run_1/layer_met1.png
The bar under the picture is 50 um long. Cells faint in the background.
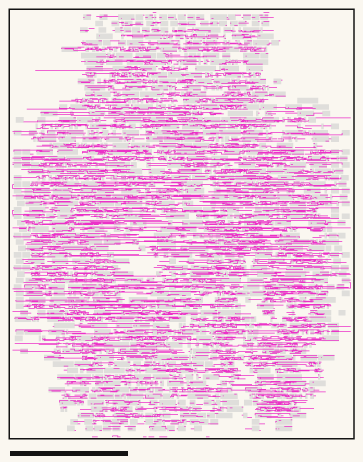
run_1/layer_met2.png
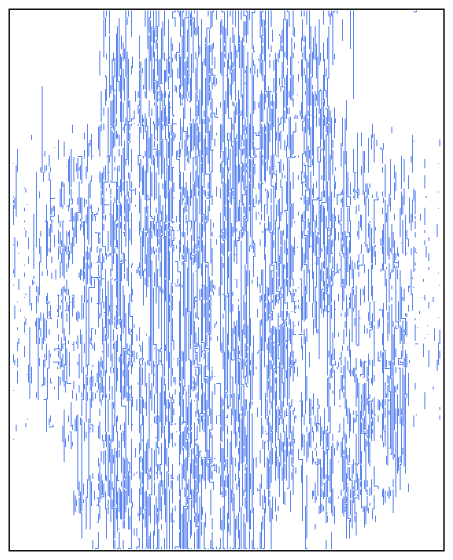
run_1/layer_met3.png
The bar under the picture is 50 um long.
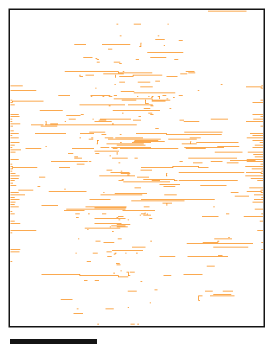
==> config.mk <==
export PLATFORM = sky130hd
export DESIGN_NAME = conf_master
export DESIGN_NICKNAME = d
export VERILOG_FILES = /design/src/rtl/conf_master.sv
export SDC_FILE = /design/constraint.sdc
export NUM_CORES = 1
export LEC_CHECK = 0
export ABC_CLOCK_PERIOD_IN_PS = 2620
export CORE_ASPECT_RATIO = 1.25
export CORE_UTILIZATION = 48
export DETAILED_ROUTE_END_ITERATION = 16
export PLACE_DENSITY = 0.83
export SETUP_SLACK_MARGIN = 0.05
export SKIP_LAST_GASP = 1
export SLEW_MARGIN = 0
export SYNTH_ARGS = -nofsm -noshare
export SYNTH_HDL_FRONTEND = slang
export SYNTH_SLANG_ARGS = --single-unit
==> constraint.sdc <==
create_clock -name clk -period 2.62 [get_ports clk]
set_input_delay 0.393 -clock clk [delete_from_list [all_inputs] [get_ports clk]]
set_output_delay 0.393 -clock clk [all_outputs]
set_load 0.03 [all_outputs]
==> impl_metrics.toml, run 1 <==
# generated from flow reports
[sta]
hold_viol = 0
setup_ws_ps = -101
setup_viol = 6
post-route-period-util_pct = 104
clock_skew_ps = 12.3
worstMarginPinSlew_ps = 543

[logic_synthesis]
postSynthAreaPerCell_um2 = 7.94
syn_area_um2 = 12300
synthSimpleGateAreaFrac_pct = 22.6
async_flop_share_pct = 0
xor_share_pct = 6.32
adder_share_pct = 0.609
fp_nets = 1660
edf_count = 0
postSynthSeqShare_pct = 46.6
top_area_cell = "dfxtp_1"

[routing]
drt_iter0_markers = 921
met2WireLength_mm = 19.4

[floorplanning]
ios = 203
die_h_um = 181

[power]
p_clk_mw = 4.35
p_sw_mw = 2.55

[clock_tree]
cts_resized = 43
post_cts_buffers = 8
cts.sinks = 287

[setup_path]
cp_data_required_time_ps = 2230
cp-start-kind = "flop"

[outcome]
violations = "negative setup slack"
status = "finished with violations"

[global_routing]
grt_pass1_wl_mm = 61.7

[job]
cap_violations = 0

[final_layout]
n_all_buffers = 254
finalInstanceArea_um2 = 16000
sh_comb_area_pct = 38.9
nNonClkInverters = 12
clockNetworkAreaShare_pct = 6.23

[place]
post-place-ws_ps = 101
dpl_cell_area_um2 = 14700
## Picture notes: layer_met1.png
wire length on this layer	15600 um
share of all routed wire	39%
total wire length: 39.8 mm
Via Count: 11879

## Picture notes: layer_met2.png
nets with wire on the layer	1532
main direction	vertical
share of all routed wire	49%
wire length on this layer	19400 um
longest straight run	53.4 um
met2 Track Usage GR: 50.2%

## Picture notes: layer_met3.png
nets with wire on the layer	251
share of all routed wire	6.4%
longest straight run	52.2 um
main direction	horizontal
wire length on this layer	2560 um
met3 Track Usage GR: 3.71%

==> run 2, diff against run 1 <==
--- a/config.mk
+++ b/config.mk
@@ -7,6 +7,7 @@
 export LEC_CHECK = 0
 export ABC_CLOCK_PERIOD_IN_PS = 2620
 export CORE_ASPECT_RATIO = 1.25
+export CORE_MARGIN = 3
 export CORE_UTILIZATION = 48
 export DETAILED_ROUTE_END_ITERATION = 16
 export PLACE_DENSITY = 0.83
run_2/layer_met3.png
The bar under the picture is 50 um long.
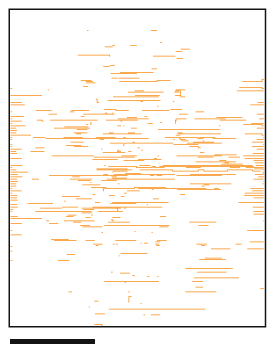
nets with wire on the layer	268
longest straight run	60.3 um
main direction	horizontal
share of all routed wire	7.9%
wire length on this layer	3100 um
Via Count: 11823
total wire length: 39.1 mm
met3 Track Usage GR: 4.04%

==> run 2 against run 1 <==
Against the previous run:
- the run still ends with negative setup slack left
- critical endpoint is now txdw[0]
- via count down 0.47%
- largest power group unchanged
- die size rose by 5.0%
- global-route usage down 2.4 points
==> impl_metrics.toml, run 2 <==
# generated from flow reports
[outcome]
status = "finished with violations"
violations = "negative setup slack"

[clock_tree]
cts.sinks = 287
cts_resized = 44

[logic_synthesis]
postSynthAreaPerCell_um2 = 7.94
fp_nets = 1660
synthSimpleGateAreaFrac_pct = 22.6
top_area_cell = "dfxtp_1"
syn_area_um2 = 12300
postSynthSeqShare_pct = 46.6
edf_count = 0

[place]
dpl_cell_area_um2 = 14700

[final_layout]
sh_comb_area_pct = 39.5
nNonClkInverters = 12
clockNetworkAreaShare_pct = 5.92
finalInstanceArea_um2 = 15800
n_all_buffers = 242

[floorplanning]
ios = 203
die_h_um = 185

[sta]
setup_viol = 4
worstMarginPinSlew_ps = 653
hold_viol = 0
post-route-period-util_pct = 102
clock_skew_ps = 9.73
setup_ws_ps = -51.8

[routing]
drt_iter0_markers = 1335
met2WireLength_mm = 19.1

[setup_path]
cp-start-kind = "flop"
cp_data_required_time_ps = 2230

[power]
p_sw_mw = 2.51
run_2/layer_met2.png
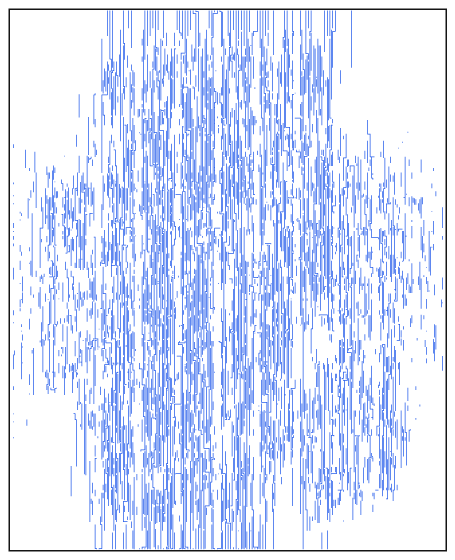
nets with wire on the layer	1519
longest straight run	53.0 um
main direction	vertical
share of all routed wire	49%
wire length on this layer	19100 um
met2 Track Usage GR: 46.0%

==> run 3, diff against run 2 <==
--- a/config.mk
+++ b/config.mk
@@ -5,12 +5,12 @@
 export SDC_FILE = /design/constraint.sdc
 export NUM_CORES = 1
 export LEC_CHECK = 0
-export ABC_CLOCK_PERIOD_IN_PS = 2620
+export ABC_CLOCK_PERIOD_IN_PS = 3000
 export CORE_ASPECT_RATIO = 1.25
 export CORE_MARGIN = 3
-export CORE_UTILIZATION = 48
+export CORE_UTILIZATION = 54
 export DETAILED_ROUTE_END_ITERATION = 16
-export PLACE_DENSITY = 0.83
+export PLACE_DENSITY = 0.88
 export SETUP_SLACK_MARGIN = 0.05
 export SKIP_LAST_GASP = 1
 export SLEW_MARGIN = 0
==> constraint.sdc (replaced) <==
create_clock -name clk -period 3 [get_ports clk]
set_input_delay 0.45 -clock clk [delete_from_list [all_inputs] [get_ports clk]]
set_output_delay 0.45 -clock clk [all_outputs]
set_load 0.03 [all_outputs]
run_3/layer_met4.png
The bar under the picture is 50 um long.
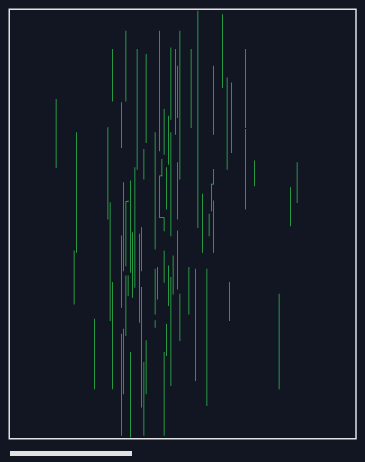
share of all routed wire	5.4%
wire length on this layer	2120 um
total wire length: 39.2 mm
Via Count: 12041

==> run 3 against run 2 <==
Against the previous run:
- the run now ends clean
- hold slack better by 77 ps
- total power down 13%
- critical path type unchanged
- synthesized area unchanged
- largest cell class unchanged
- utilization up 5.7 points
==> impl_metrics.toml, run 3 <==
# generated from flow reports
[outcome]
status = "completed"

[clock_tree]
cts_resized = 5
cts.sinks = 287

[logic_synthesis]
syn_area_um2 = 12300
fp_nets = 1660
synthSimpleGateAreaFrac_pct = 22.6

[global_routing]
gr-usage-met3_pct = 4.27

[final_layout]
n_all_buffers = 230
sh_comb_area_pct = 39.6
nNonClkInverters = 12
finalInstanceArea_um2 = 15500
clockNetworkAreaShare_pct = 6.13

[place]
dpl_cell_area_um2 = 14500

[sta]
setup_viol = 0
clock_skew_ps = 9.10
post-route-period-util_pct = 97.4
hold_viol = 0

[floorplanning]
die_h_um = 175
ios = 203

[setup_path]
cp_data_required_time_ps = 2550
cp-start-kind = "flop"

[routing]
drt_iter0_markers = 1416
met2WireLength_mm = 19.0

[power]
p_sw_mw = 2.21
run_3/layer_met2.png
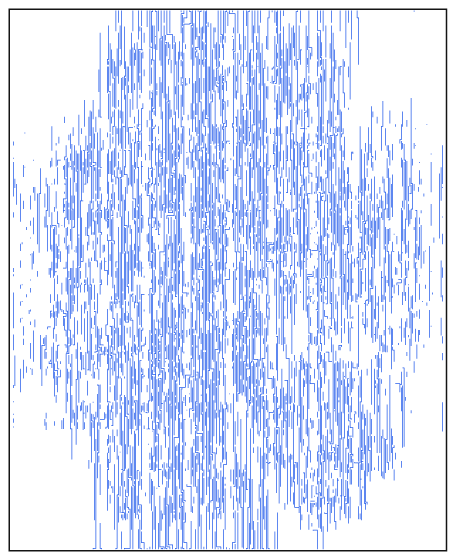
longest straight run	54.4 um
wire length on this layer	19000 um
nets with wire on the layer	1510
met2 Track Usage GR: 51.2%

Power is estimated from default activity; no workload was simulated.
